Figure 1. Signal wires on met1 (run 1).
(4 px per um) Supply wires on this layer in gray. Cells faint in the background.
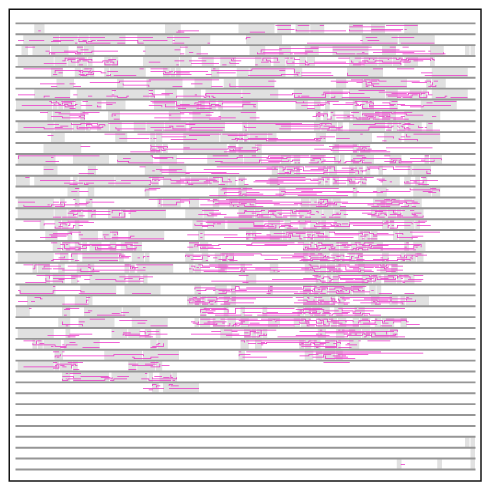
Figure 2. Signal wires on met4 (run 1).
(4 px per um) Supply wires on this layer in gray.
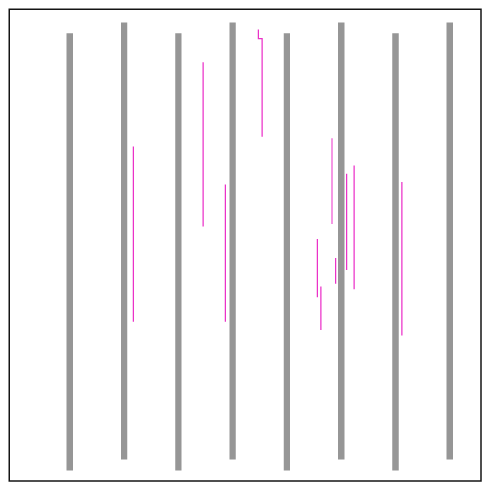
Figure 3. Metal layers overlaid (run 1).
(4 px per um) Only two layers are drawn.
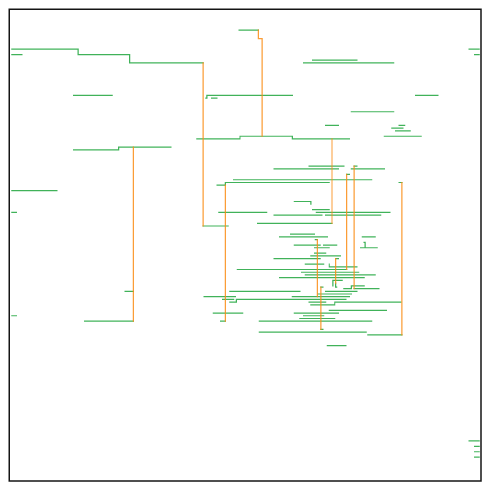
[config.mk]
export PLATFORM = sky130hd
export DESIGN_NAME = ps2_keyboard
export DESIGN_NICKNAME = d
export VERILOG_FILES = /design/src/rtl/ps2_pkg.sv /design/src/rtl/ps2_keymap.sv /design/src/rtl/ps2_keyboard.sv
export SDC_FILE = /design/constraint.sdc
export NUM_CORES = 1
export LEC_CHECK = 0
export CAP_MARGIN = 15
export CORE_UTILIZATION = 35
export DETAILED_ROUTE_END_ITERATION = 10
export PLACE_DENSITY = 0.53
export SLEW_MARGIN = 20
export SYNTH_ARGS = -nofsm -noshare
export SYNTH_HDL_FRONTEND = slang
export SYNTH_SLANG_ARGS = --single-unit
[constraint.sdc]
create_clock -name iCLK -period 10.8 [get_ports iCLK]
set_input_delay 2.7 -clock iCLK [delete_from_list [all_inputs] [get_ports iCLK]]
set_output_delay 2.7 -clock iCLK [all_outputs]
set_load 0.1 [all_outputs]
[src/rtl/ps2_pkg.sv]
// ============================================================================
// Module   : ps2_pkg
// Purpose  : Shared frame states, scancode constants and Hack special-key codes
// Revision : 1.0 - initial release
// ============================================================================
`default_nettype none

package ps2_pkg;

  typedef enum logic [1:0] {
    IDLE   = 2'd0,
    DATA   = 2'd1,
    PARITY = 2'd2,
    STOP   = 2'd3
  } ps2State_e;

  localparam logic [7:0] SC_EXT    = 8'hE0;
  localparam logic [7:0] SC_BRK    = 8'hF0;
  localparam logic [7:0] SC_LSHIFT = 8'h12;
  localparam logic [7:0] SC_RSHIFT = 8'h59;
  localparam logic [7:0] SC_CAPS   = 8'h58;

  localparam logic [7:0] HK_NEWLINE   = 8'd128;
  localparam logic [7:0] HK_BACKSPACE = 8'd129;
  localparam logic [7:0] HK_LEFT      = 8'd130;
  localparam logic [7:0] HK_UP        = 8'd131;
  localparam logic [7:0] HK_RIGHT     = 8'd132;
  localparam logic [7:0] HK_DOWN      = 8'd133;
  localparam logic [7:0] HK_HOME      = 8'd134;
  localparam logic [7:0] HK_END       = 8'd135;
  localparam logic [7:0] HK_PGUP      = 8'd136;
  localparam logic [7:0] HK_PGDN      = 8'd137;
  localparam logic [7:0] HK_INSERT    = 8'd138;
  localparam logic [7:0] HK_DELETE    = 8'd139;
  localparam logic [7:0] HK_ESC       = 8'd140;
  localparam logic [7:0] HK_F1        = 8'd141;
  localparam logic [7:0] HK_F12       = 8'd152;

  function automatic logic isShiftKey(input logic [7:0] sc);
    return (sc == SC_LSHIFT) || (sc == SC_RSHIFT);
  endfunction

endpackage

`default_nettype wire

[src/rtl/ps2_keymap.sv]
// ============================================================================
// Module   : ps2_keymap
// Purpose  : Combinational Set-2 scancode to Hack keycode lookup
// Revision : 1.0 - initial release
// ============================================================================
`default_nettype none

module ps2_keymap
  import ps2_pkg::*;
(
  input  logic       iExt,
  input  logic       iShift,
  input  logic       iCaps,
  input  logic [7:0] iScan,
  output logic       oValid,
  output logic [7:0] oCode
);

  logic       w_upper;
  logic [7:0] w_letter;
  logic [7:0] w_symLo;
  logic [7:0] w_symHi;
  logic [7:0] w_plain;
  logic [7:0] w_extCode;

  assign w_upper = iShift ^ iCaps;

  always_comb begin
    w_letter  = 8'h00;
    w_symLo   = 8'h00;
    w_symHi   = 8'h00;
    w_plain   = 8'h00;
    w_extCode = 8'h00;
    case (iScan)
      8'h1C: w_letter = 8'h61;
      8'h32: w_letter = 8'h62;
      8'h21: w_letter = 8'h63;
      8'h23: w_letter = 8'h64;
      8'h24: w_letter = 8'h65;
      8'h2B: w_letter = 8'h66;
      8'h34: w_letter = 8'h67;
      8'h33: w_letter = 8'h68;
      8'h43: w_letter = 8'h69;
      8'h3B: w_letter = 8'h6A;
      8'h42: w_letter = 8'h6B;
      8'h4B: w_letter = 8'h6C;
      8'h3A: w_letter = 8'h6D;
      8'h31: w_letter = 8'h6E;
      8'h44: w_letter = 8'h6F;
      8'h4D: w_letter = 8'h70;
      8'h15: w_letter = 8'h71;
      8'h2D: w_letter = 8'h72;
      8'h1B: w_letter = 8'h73;
      8'h2C: w_letter = 8'h74;
      8'h3C: w_letter = 8'h75;
      8'h2A: w_letter = 8'h76;
      8'h1D: w_letter = 8'h77;
      8'h22: w_letter = 8'h78;
      8'h35: w_letter = 8'h79;
      8'h1A: w_letter = 8'h7A;
      8'h16: {w_symLo, w_symHi} = {8'h31, 8'h21};
      8'h1E: {w_symLo, w_symHi} = {8'h32, 8'h40};
      8'h26: {w_symLo, w_symHi} = {8'h33, 8'h23};
      8'h25: {w_symLo, w_symHi} = {8'h34, 8'h24};
      8'h2E: {w_symLo, w_symHi} = {8'h35, 8'h25};
      8'h36: {w_symLo, w_symHi} = {8'h36, 8'h5E};
      8'h3D: {w_symLo, w_symHi} = {8'h37, 8'h26};
      8'h3E: {w_symLo, w_symHi} = {8'h38, 8'h2A};
      8'h46: {w_symLo, w_symHi} = {8'h39, 8'h28};
      8'h45: {w_symLo, w_symHi} = {8'h30, 8'h29};
      8'h0E: {w_symLo, w_symHi} = {8'h60, 8'h7E};
      8'h4E: {w_symLo, w_symHi} = {8'h2D, 8'h5F};
      8'h55: {w_symLo, w_symHi} = {8'h3D, 8'h2B};
      8'h54: {w_symLo, w_symHi} = {8'h5B, 8'h7B};
      8'h5B: {w_symLo, w_symHi} = {8'h5D, 8'h7D};
      8'h5D: {w_symLo, w_symHi} = {8'h5C, 8'h7C};
      8'h4C: {w_symLo, w_symHi} = {8'h3B, 8'h3A};
      8'h52: {w_symLo, w_symHi} = {8'h27, 8'h22};
      8'h41: {w_symLo, w_symHi} = {8'h2C, 8'h3C};
      8'h49: {w_symLo, w_symHi} = {8'h2E, 8'h3E};
      8'h4A: {w_symLo, w_symHi} = {8'h2F, 8'h3F};
      8'h29: {w_symLo, w_symHi} = {8'h20, 8'h20};
      8'h5A: w_plain = HK_NEWLINE;
      8'h66: w_plain = HK_BACKSPACE;
      8'h76: w_plain = HK_ESC;
      8'h05: w_plain = HK_F1;
      8'h06: w_plain = HK_F1 + 8'd1;
      8'h04: w_plain = HK_F1 + 8'd2;
      8'h0C: w_plain = HK_F1 + 8'd3;
      8'h03: w_plain = HK_F1 + 8'd4;
      8'h0B: w_plain = HK_F1 + 8'd5;
      8'h83: w_plain = HK_F1 + 8'd6;
      8'h0A: w_plain = HK_F1 + 8'd7;
      8'h01: w_plain = HK_F1 + 8'd8;
      8'h09: w_plain = HK_F1 + 8'd9;
      8'h78: w_plain = HK_F1 + 8'd10;
      8'h07: w_plain = HK_F12;
      default: ;
    endcase
    // Navigation block only exists behind the E0 prefix; bare codes are keypad
    case (iScan)
      8'h6B: w_extCode = HK_LEFT;
      8'h75: w_extCode = HK_UP;
      8'h74: w_extCode = HK_RIGHT;
      8'h72: w_extCode = HK_DOWN;
      8'h6C: w_extCode = HK_HOME;
      8'h69: w_extCode = HK_END;
      8'h7D: w_extCode = HK_PGUP;
      8'h7A: w_extCode = HK_PGDN;
      8'h70: w_extCode = HK_INSERT;
      8'h71: w_extCode = HK_DELETE;
      default: ;
    endcase
  end

  always_comb begin
    oCode = 8'h00;
    if (iExt)
      oCode = w_extCode;
    else if (w_letter != 8'h00)
      oCode = w_upper ? (w_letter - 8'h20) : w_letter;
    else if (w_symLo != 8'h00)
      oCode = iShift ? w_symHi : w_symLo;
    else
      oCode = w_plain;
    oValid = (oCode != 8'h00);
  end

endmodule

`default_nettype wire

[src/rtl/ps2_keyboard.sv]
// ============================================================================
// Module   : ps2_keyboard
// Purpose  : PS/2 Set-2 receiver producing the Hack keycode of the held key.
//            Optional Caps Lock tracking via macro PS2_CAPSLOCK_EN.
// Revision : 1.0 - initial release
// ============================================================================
`default_nettype none

module ps2_keyboard
  import ps2_pkg::*;
#(
  parameter int FILTER_LEN  = 8,
  parameter int TIMEOUT_CYC = 50000
) (
  input  logic        iCLK,
  input  logic        iRST_n,
  input  logic        iPS2_CLK,
  input  logic        iPS2_DAT,
  output logic [15:0] oKBD,
  output logic        oERR
);

  localparam int FW = $clog2(FILTER_LEN + 1);
  localparam int TW = $clog2(TIMEOUT_CYC + 1);

  logic [1:0]    r_clkSync;
  logic [1:0]    r_datSync;
  logic          r_clkFilt;
  logic [FW-1:0] r_filtCnt;
  logic          w_clkRaw;
  logic          w_dat;
  logic          w_flip;
  logic          w_strobe;

  assign w_clkRaw = r_clkSync[1];
  assign w_dat    = r_datSync[1];
  assign w_flip   = (w_clkRaw != r_clkFilt) && (r_filtCnt == FW'(FILTER_LEN - 1));
  assign w_strobe = w_flip && r_clkFilt;

  always_ff @(posedge iCLK or negedge iRST_n) begin
    if (!iRST_n) begin
      r_clkSync <= 2'b11;
      r_datSync <= 2'b11;
      r_clkFilt <= 1'b1;
      r_filtCnt <= '0;
    end else begin
      r_clkSync <= {r_clkSync[0], iPS2_CLK};
      r_datSync <= {r_datSync[0], iPS2_DAT};
      // Count consecutive samples disagreeing with the filtered level
      if (w_clkRaw == r_clkFilt) begin
        r_filtCnt <= '0;
      end else if (w_flip) begin
        r_clkFilt <= w_clkRaw;
        r_filtCnt <= '0;
      end else begin
        r_filtCnt <= r_filtCnt + FW'(1);
      end
    end
  end

  ps2State_e     r_state;
  logic [2:0]    r_bitCnt;
  logic [7:0]    r_shiftReg;
  logic          r_parity;
  logic [TW-1:0] r_toCnt;
  logic          r_err;
  logic          w_stopGood;
  logic          w_byteValid;
  logic          w_timeout;

  assign w_stopGood  = w_dat && ((^r_shiftReg) ^ r_parity);
  assign w_byteValid = w_strobe && (r_state == STOP) && w_stopGood;
  assign w_timeout   = (r_state != IDLE) && !w_strobe && (r_toCnt == TW'(TIMEOUT_CYC - 1));

  always_ff @(posedge iCLK or negedge iRST_n) begin
    if (!iRST_n) begin
      r_state    <= IDLE;
      r_bitCnt   <= 3'd0;
      r_shiftReg <= 8'h00;
      r_parity   <= 1'b0;
      r_toCnt    <= '0;
      r_err      <= 1'b0;
    end else begin
      r_err <= 1'b0;
      if (r_state == IDLE || w_strobe)
        r_toCnt <= '0;
      else
        r_toCnt <= r_toCnt + TW'(1);

      if (w_timeout) begin
        r_state <= IDLE;
        r_err   <= 1'b1;
      end else if (w_strobe) begin
        case (r_state)
          IDLE: begin
            if (!w_dat) begin
              r_state  <= DATA;
              r_bitCnt <= 3'd0;
            end
          end
          DATA: begin
            r_shiftReg <= {w_dat, r_shiftReg[7:1]};
            r_bitCnt   <= r_bitCnt + 3'd1;
            if (r_bitCnt == 3'd7)
              r_state <= PARITY;
          end
          PARITY: begin
            r_parity <= w_dat;
            r_state  <= STOP;
          end
          STOP: begin
            r_state <= IDLE;
            if (!w_stopGood)
              r_err <= 1'b1;
          end
          default: r_state <= IDLE;
        endcase
      end
    end
  end

  logic       r_shift;
  logic       r_ext;
  logic       r_brk;
  logic [7:0] r_kbd;
  logic [8:0] r_heldKey;
  logic       w_caps;
  logic       w_keyValid;
  logic [7:0] w_keyCode;

`ifdef PS2_CAPSLOCK_EN
  logic r_caps;
  always_ff @(posedge iCLK or negedge iRST_n) begin
    if (!iRST_n)
      r_caps <= 1'b0;
    else if (w_byteValid && r_shiftReg == SC_CAPS && !r_brk)
      r_caps <= !r_caps;
  end
  assign w_caps = r_caps;
`else
  assign w_caps = 1'b0;
`endif

  ps2_keymap u_keymap (
    .iExt   (r_ext),
    .iShift (r_shift),
    .iCaps  (w_caps),
    .iScan  (r_shiftReg),
    .oValid (w_keyValid),
    .oCode  (w_keyCode)
  );

  // The held key is remembered by scancode so its break clears oKBD even
  // when shift changed between make and break.
  always_ff @(posedge iCLK or negedge iRST_n) begin
    if (!iRST_n) begin
      r_shift   <= 1'b0;
      r_ext     <= 1'b0;
      r_brk     <= 1'b0;
      r_kbd     <= 8'h00;
      r_heldKey <= 9'h000;
    end else if (w_byteValid) begin
      if (r_shiftReg == SC_EXT) begin
        r_ext <= 1'b1;
      end else if (r_shiftReg == SC_BRK) begin
        r_brk <= 1'b1;
      end else begin
        r_ext <= 1'b0;
        r_brk <= 1'b0;
        if (isShiftKey(r_shiftReg)) begin
          r_shift <= !r_brk;
        end else if (!r_brk) begin
          if (w_keyValid) begin
            r_kbd     <= w_keyCode;
            r_heldKey <= {r_ext, r_shiftReg};
          end
        end else if (r_kbd != 8'h00 && r_heldKey == {r_ext, r_shiftReg}) begin
          r_kbd <= 8'h00;
        end
      end
    end
  end

  assign oKBD = {8'h00, r_kbd};
  assign oERR = r_err;

endmodule

`default_nettype wire

==> qor.yml, run 1 <==
status: "finished clean"
cts_resized: 0
nets: 554
via_per_inst: 5.82
clk_path_buf_depth: 2
cts.sinks: 60
final_common_cell: "nand2_1"
async_flop_share_pct: 100
drv_cap: 0
initCoreUtil_pct: 36.5
track_usage_pct: 18.3
fmax_ghz: 0.210
cp_num_buf_inv: 2
insertion_delay_ps: 340
use_met2_pct: 27.6
cts_buffers: 9
end_kind: "flop"
post_cts.repair.setup_buffers: 0
ys_types: 77
grt_setup_unrepaired: "false"
worstPathArrival_ps: 4970
power.switching_w: 0.000130
reg2reg_from: "r_shiftReg[3]"
startpoint_type: "flop"
worst_pin_slew_ps: 977
yosysChipArea_um2: 4680
cp-endpoint: "r_heldKey[1]"
r2r_end: "r_heldKey[1]"
crit_type: "reg -> reg"
cts_tree: "done"
min_period_over_period_pct: 44.0
cp-startpoint: "r_shiftReg[3]"
first_pass_iters: 5
period_minus_slack_ps: 4750
pre_cts_ws_ps: 6150
-- Figure 1 (at the start) --
501 nets have wire on it. The layer holds 46% of the routed length.

-- Figure 2 (at the start) --
The longest straight run is 43.5 um. The layer holds 2.3% of the routed length. The wires run mostly vertical. The layer carries 290 um of wire.
wirelength, routed: 12.4 mm
DR vias: 4072

-- Figure 3 (at the start) --
Key: orange = met4 [wire length 290 um]; green = met3 [wire length 856 um]

## run 1: state kept, by name (all words and copies together), names as in the netlist
signal / flops
r_shiftReg: 8
r_filtCnt: 4
r_kbd: 8
r_bitCnt: 3
r_state: 2
r_ext: 1
r_toCnt: 16
r_clkSync: 2
r_clkFilt: 1
r_shift: 1
r_brk: 1
r_parity: 1
r_datSync: 2
oERR: 1
r_heldKey: 9
## run 1: power groups by stage
stage	logic, W	clock network [W]	registers, W
after floorplan	0.0000267	0	0.000242
after global placement	0.0000316	0	0.000243
after detailed placement	0.0000320	0	0.000243
after CTS	0.0000321	0.000324	0.000239
after global routing	0.0000352	0.000331	0.000240
final	0.0000315	0.000316	0.000239
## run 1: cells by family after synthesis
family	share of synthesized area, %
flops	32.2
other cells	0.0802
buf+inv	8.56
xor+xnor	5.06
compound gates	21.0
simple gates	22.7
fa+ha+maj	7.22
mux	3.21
## run 1: metrics by stage
| step | power [W] | util, % | hold WS [ps] |
|---|---|---|---|
| after floorplan | 0.000268 | - | 345 |
| after global routing | 0.000606 | 39.3 | 356 |
| after CTS | 0.000595 | 39.3 | 355 |
| final | 0.000587 | 39.3 | 354 |
| after global placement | 0.000274 | 36.8 | 347 |
| after detailed placement | 0.000275 | 36.8 | 348 |
## run 1: routing by layer
metal | routed length, um | vias up | share of wire (%)
met2 | 5540 | 154 | 45
met1 | 5700 | 1970 | 46
met3 | 855 | 23 | 6.9
li1 | - | 1925 | -
met4 | 290 | 0 | 2.3
met5 | 0 | - | 0
## run 1: area by class of cell
class / instances / area, um2 / share of cell area, %
tap: 172 / 215 / 4.27
clock buffer: 12 / 256 / 5.09
timing repair buffer: 14 / 130 / 2.58
clock inverter: 4 / 72.6 / 1.44
multi-input combinational: 420 / 2790 / 55.4
sequential: 60 / 1510 / 29.9
inverter: 18 / 67.6 / 1.34
==> run 1 -> run 2 <==
==> constraint.sdc (replaced) <==
create_clock -name iCLK -period 4.6 [get_ports iCLK]
set_input_delay 1.15 -clock iCLK [delete_from_list [all_inputs] [get_ports iCLK]]
set_output_delay 1.15 -clock iCLK [all_outputs]
set_load 0.1 [all_outputs]
==> qor.yml, run 2 <==
combGateArea_um2: 2800  # about the same
track_usage_pct: 18.4  # +0.10 points
fmax_ghz: 0.236  # +12%
reg2reg_from: "r_shiftReg[3]"
worst_pin_slew_ps: 1080  # +106 ps
status: "finished clean"
grt_setup_unrepaired: "false"
n_all_buffers: 19  # +5
inv_count: 18  # unchanged
largestClassByArea: "multi-input combinational cells"
core_region_area_um2: 12800
post_cts.repair.setup_buffers: 0  # unchanged
comb_cells: 420  # unchanged
nWellTaps: 172  # unchanged
min_period_over_period_pct: 92.1  # +48 points
pre_cts_ws_ps: 400  # -5750 ps
clk_pin_slew_ps: 50
grt_util_met3_pct: 3.83
top_regs: "r_toCnt: 16 flops, r_heldKey: 9 flops"
worstPathArrival_ps: 4490  # -480 ps
crit_type: "reg -> reg"
n_sequential_cell: 60  # unchanged
cts_buffers: 9  # unchanged
clk_path_buf_depth: 2  # unchanged
initCoreUtil_pct: 36.5  # unchanged
via_per_inst: 5.80  # -0.23%
cts_resized: 0  # unchanged
regMostFlops: "r_toCnt"
yosysChipArea_um2: 4680  # unchanged
end_kind: "flop"
cp-startpoint: "r_shiftReg[3]"
cp_num_buf_inv: 3  # +1
nets: 559  # +0.90%
clk_share_pct: 5.78  # -0.75 points
cts_tree: "done"
comb_share_pct: 55.4  # about the same
num-clock-buffers: 9  # -3
final_common_cell: "nand2_1"
area_share_nonclk_buffers_pct: 3.32  # +0.74 points
insertion_delay_ps: 330  # about the same
first_pass_iters: 5  # unchanged
## run 2: worst reg2reg max path, cell delays in order (launching register included)
cell	delay, ps
dfrtp_1	440
inv_1	120
ha_1	720
nand2_1	360
and2_1	260
o221a_2	250
nand3_1	100
inv_1	80
ha_1	180
nor2_1	110
a221oi_1	130
nor4_2	410
a41o_1	550
buf_4	260
mux2i_1	190
## run 2: power by group
part	internal (W)	switching [W]	leakage, nW
logic	0.0000205	0.0000543	1.14
clock network	0.000415	0.000242	0.134
registers	0.000549	0.0000116	0.819
## run 2: through the flow
stage | hold WS (ps) | std cells | total power, W | util [%]
2_1_floorplan | 345 | 543 | 0.000630 | -
3_3_place_gp | 348 | 689 | 0.000643 | 37.1
3_5_place_dp | 349 | 689 | 0.000645 | 37.1
4_1_cts | 358 | 704 | 0.00131 | 39.3
5_1_grt | 358 | 704 | 0.00134 | 39.3
6_report | 356 | 704 | 0.00129 | 39.3
## run 2: path summary, 6_finish.rpt
| path | slack (ps) | to |
|---|---|---|
| min in group asynchronous | 820 | r_bitCnt[2] |
| max reg2reg | 360 | r_kbd[6] |
| min reg2reg | 360 | r_datSync[1] |
| max | 360 | r_kbd[6] |
| min | 360 | r_datSync[1] |
| max in group asynchronous | 2880 | r_clkFilt |
## run 2: metal layers
metal,vias to the layer above,part of all wire [%]
met3,32,6.6
met5,-,0
met1,1962,46
met2,164,44
met4,0,3.2
li1,1928,-
## run 2: kinds of logic after synthesis
logic type               Yosys count  synth area share [%]
multiplexers                      13                  3.21
AND-OR/OR-AND                    142                  21.0
adder cells (fa/ha/maj)           27                  7.22
XOR/XNOR                          27                  5.06
flip-flops                        60                  32.2
AND/OR/NAND/NOR                  203                  22.7
other                              1                0.0802
buffers and inverters             63                  8.56
Figure 4. Sequential cells colored by netlist name (run 2).
(4 px per um) Other sequential cells in the stronger gray, the rest of the logic in the fainter gray.
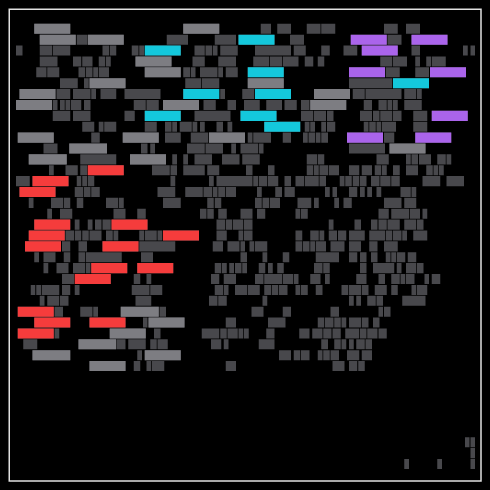
Key: purple = r_kbd [sequential cells 8, where top right]; red = r_toCnt [sequential cells 16, where left middle]; cyan = r_heldKey [sequential cells 9, where top middle]
final core utilization: 39.3%
register area: 1510 um2
seq pwr: 0.000560 W
Seq/total area: 29.9%

Figure 5. Routing congestion map (run 2).
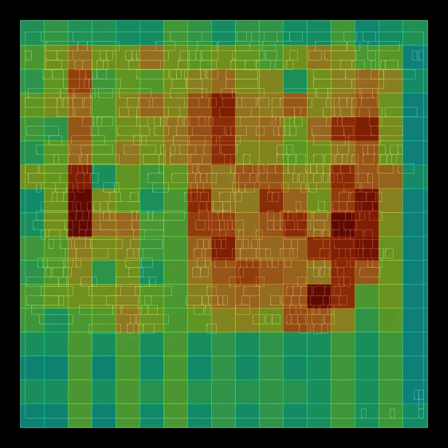
Avg WL per Cell: 17.7 um
Most Crowded Layer GR: met2

Figure 6. Signal wires on met4 (run 2).
(4 px per um) Supply wires on this layer in gray.
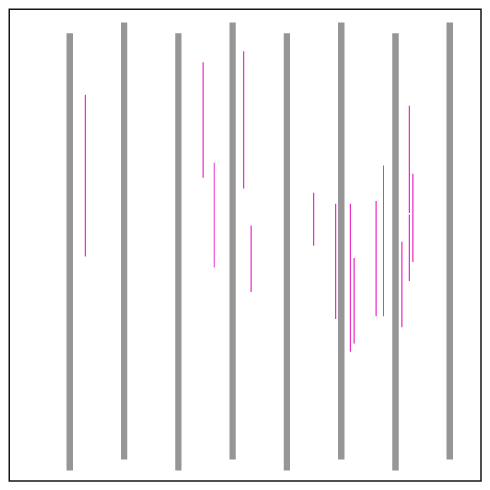
The layer holds 3.2% of the routed length. The longest straight run is 40.1 um.
wirelength, routed: 12.5 mm
DR vias: 4086

==> run 2 -> run 3 <==
--- a/config.mk
+++ b/config.mk
@@ -6,9 +6,9 @@
 export NUM_CORES = 1
 export LEC_CHECK = 0
 export CAP_MARGIN = 15
-export CORE_UTILIZATION = 35
+export CORE_UTILIZATION = 62
 export DETAILED_ROUTE_END_ITERATION = 10
-export PLACE_DENSITY = 0.53
+export PLACE_DENSITY = 0.83
 export SLEW_MARGIN = 20
 export SYNTH_ARGS = -nofsm -noshare
 export SYNTH_HDL_FRONTEND = slang
==> qor.yml, run 3 <==
top_regs: "r_toCnt: 16 flops, r_heldKey: 9 flops"
initCoreUtil_pct: 64.5  # +28 points
total_power_w: 0.00114  # -12%
min_period_over_period_pct: 92.9  # +0.82 points
routedLengthMet1_mm: 5.07  # -12%
final_common_cell: "nand2_1"
grt_busiest_layer: "met2"
regMostFlops: "r_toCnt"
cts-htree-levels: 3
reg2reg_from: "r_shiftReg[6]"
p_clk_share_pct: 44.2  # -6.7 points
via_per_inst: 6.57  # +13%
p_comb_w: 0.0000750  # about the same
insertion_delay_ps: 340  # about the same
ys_seq_share_pct: 32.2
yosysChipArea_um2: 4680  # unchanged
pre_cts_ws_ps: 387  # -12.6 ps
end_kind: "flop"
power_frac_comb_pct: 6.6  # +0.8 points
p_int_w: 0.000849  # -14%
met2WireLength_mm: 5.78  # +5.8%
grt_setup_unrepaired: "false"
post_cts.repair.setup_buffers: 0  # unchanged
grt_util_met3_pct: 7.93  # +4.1 points
cp-startpoint: "r_shiftReg[6]"
p_clk_w: 0.000504  # -23%
worstPathArrival_ps: 4540  # +50 ps
clk_pin_slew_ps: 70  # +20 ps
ioPinCount: 21
seq_power_w: 0.000561  # about the same
swShare_pct: 25.5  # +1.6 points
power-top-group: "sequential cells"
wl_met3_um: 868  # +6.1%
nets: 557  # -0.36%
highest_layer: "met4"
clk_path_buf_depth: 2  # unchanged
seqPwrFrac_pct: 49.2  # +5.8 points
status: "finished clean"
crit_type: "reg -> reg"
cts_tree: "done"
cts_buffers: 9  # unchanged
first_pass_iters: 5  # unchanged
power.switching_w: 0.000290  # -5.8%
[run 3: worst paths after layout]
| kind | slack [ps] | cells past startpoint | to |
|---|---|---|---|
| min reg2reg | 370 | 0 | r_datSync[1] |
| max reg2reg | 330 | 14 | r_kbd[6] |
| max in group asynchronous | 2870 | 2 | r_clkSync[1] |
| max | 330 | 14 | r_kbd[6] |
| min | 370 | 0 | r_datSync[1] |
| min in group asynchronous | 840 | 1 | r_kbd[7] |
[run 3: stage by stage]
| step | hold slack, ps | area [um2] |
|---|---|---|
| final | 366 | 4860 |
| after global routing | 367 | 4860 |
| after CTS | 363 | 4860 |
| after detailed placement | 348 | 4650 |
| after global placement | 346 | 4650 |
| after floorplan | 345 | 4700 |
[run 3: cell families (layout without fill, tap and decap cells)]
logic type	count (synthesis)	count (layout)	share of synthesized area (%)
AOI/OAI and AO/OA	142	142	21.0
xor gates and xnor gates	27	27	5.06
adders and majority gates	27	27	7.22
buffers and inverters	63	51	8.56
DFF	60	60	32.2
muxes	13	13	3.21
other	1	8	0.0802
and+or+nand+nor	203	203	22.7
[run 3: layout make-up]
type | instances | area, um2
inverter | 18 | 67.6
clock inverter | 5 | 58.8
timing repair buffer | 17 | 153
clock buffer | 11 | 151
sequential | 60 | 1510
multi-input combinational | 420 | 2800
tap | 99 | 124
fill | 585 | 2390
[run 3: critical path: cells and delay by family, from the launching register on]
kind / cells / cell delay [ps]
DFF: 1 / 470
buffers and inverters: 3 / 470
AOI/OAI and AO/OA: 3 / 1110
adders and majority gates: 2 / 870
and+or+nand+nor: 5 / 1080
muxes: 1 / 190
[run 3: what timing repair did]
| item | in CTS | in global routing |
|---|---|---|
| setup endpoints to repair | 0 | 1 |
| hold buffers | 0 | 0 |
| resized | 0 | 1 |
Figure 7. Routing congestion map (run 3).
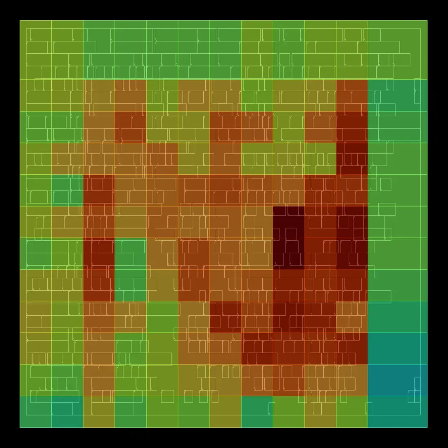
Total GRT Usage: 33.0%
met2 Use GR: 53.4%
final core utilization: 67.0%
Avg WL per Cell: 19.4 um

Figure 8. Sequential cells colored by netlist name (run 3).
(6 px per um) Other sequential cells in the stronger gray, the rest of the logic in the fainter gray.
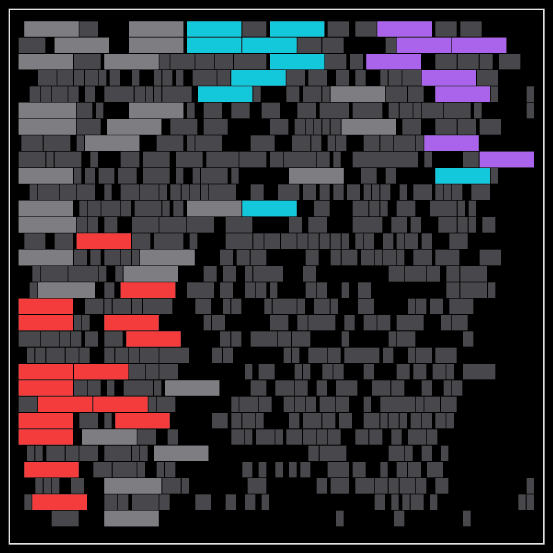
Key: red = r_toCnt [sequential cells 16]; purple = r_kbd [sequential cells 8, where top right]; cyan = r_heldKey [sequential cells 9, where top middle]

Figure 9. Metal layers overlaid (run 3).
(6 px per um) Only two layers are drawn.
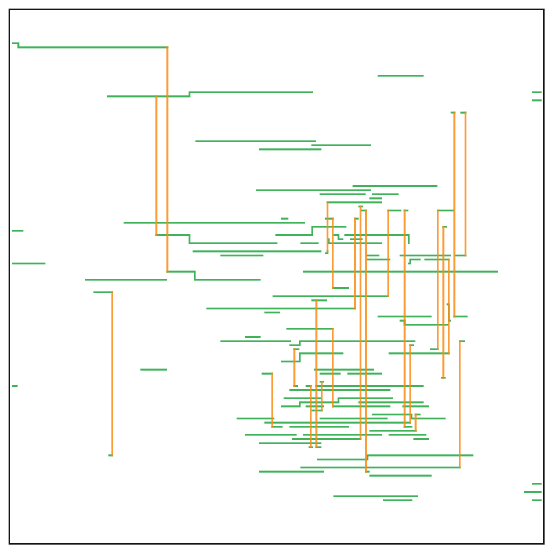
Key: orange = met4 [wire length 481 um]; green = met3 [wire length 869 um]
wirelength, routed: 12.2 mm
DR vias: 4140

No activity file was given, so power comes from the tool's default toggle rates.
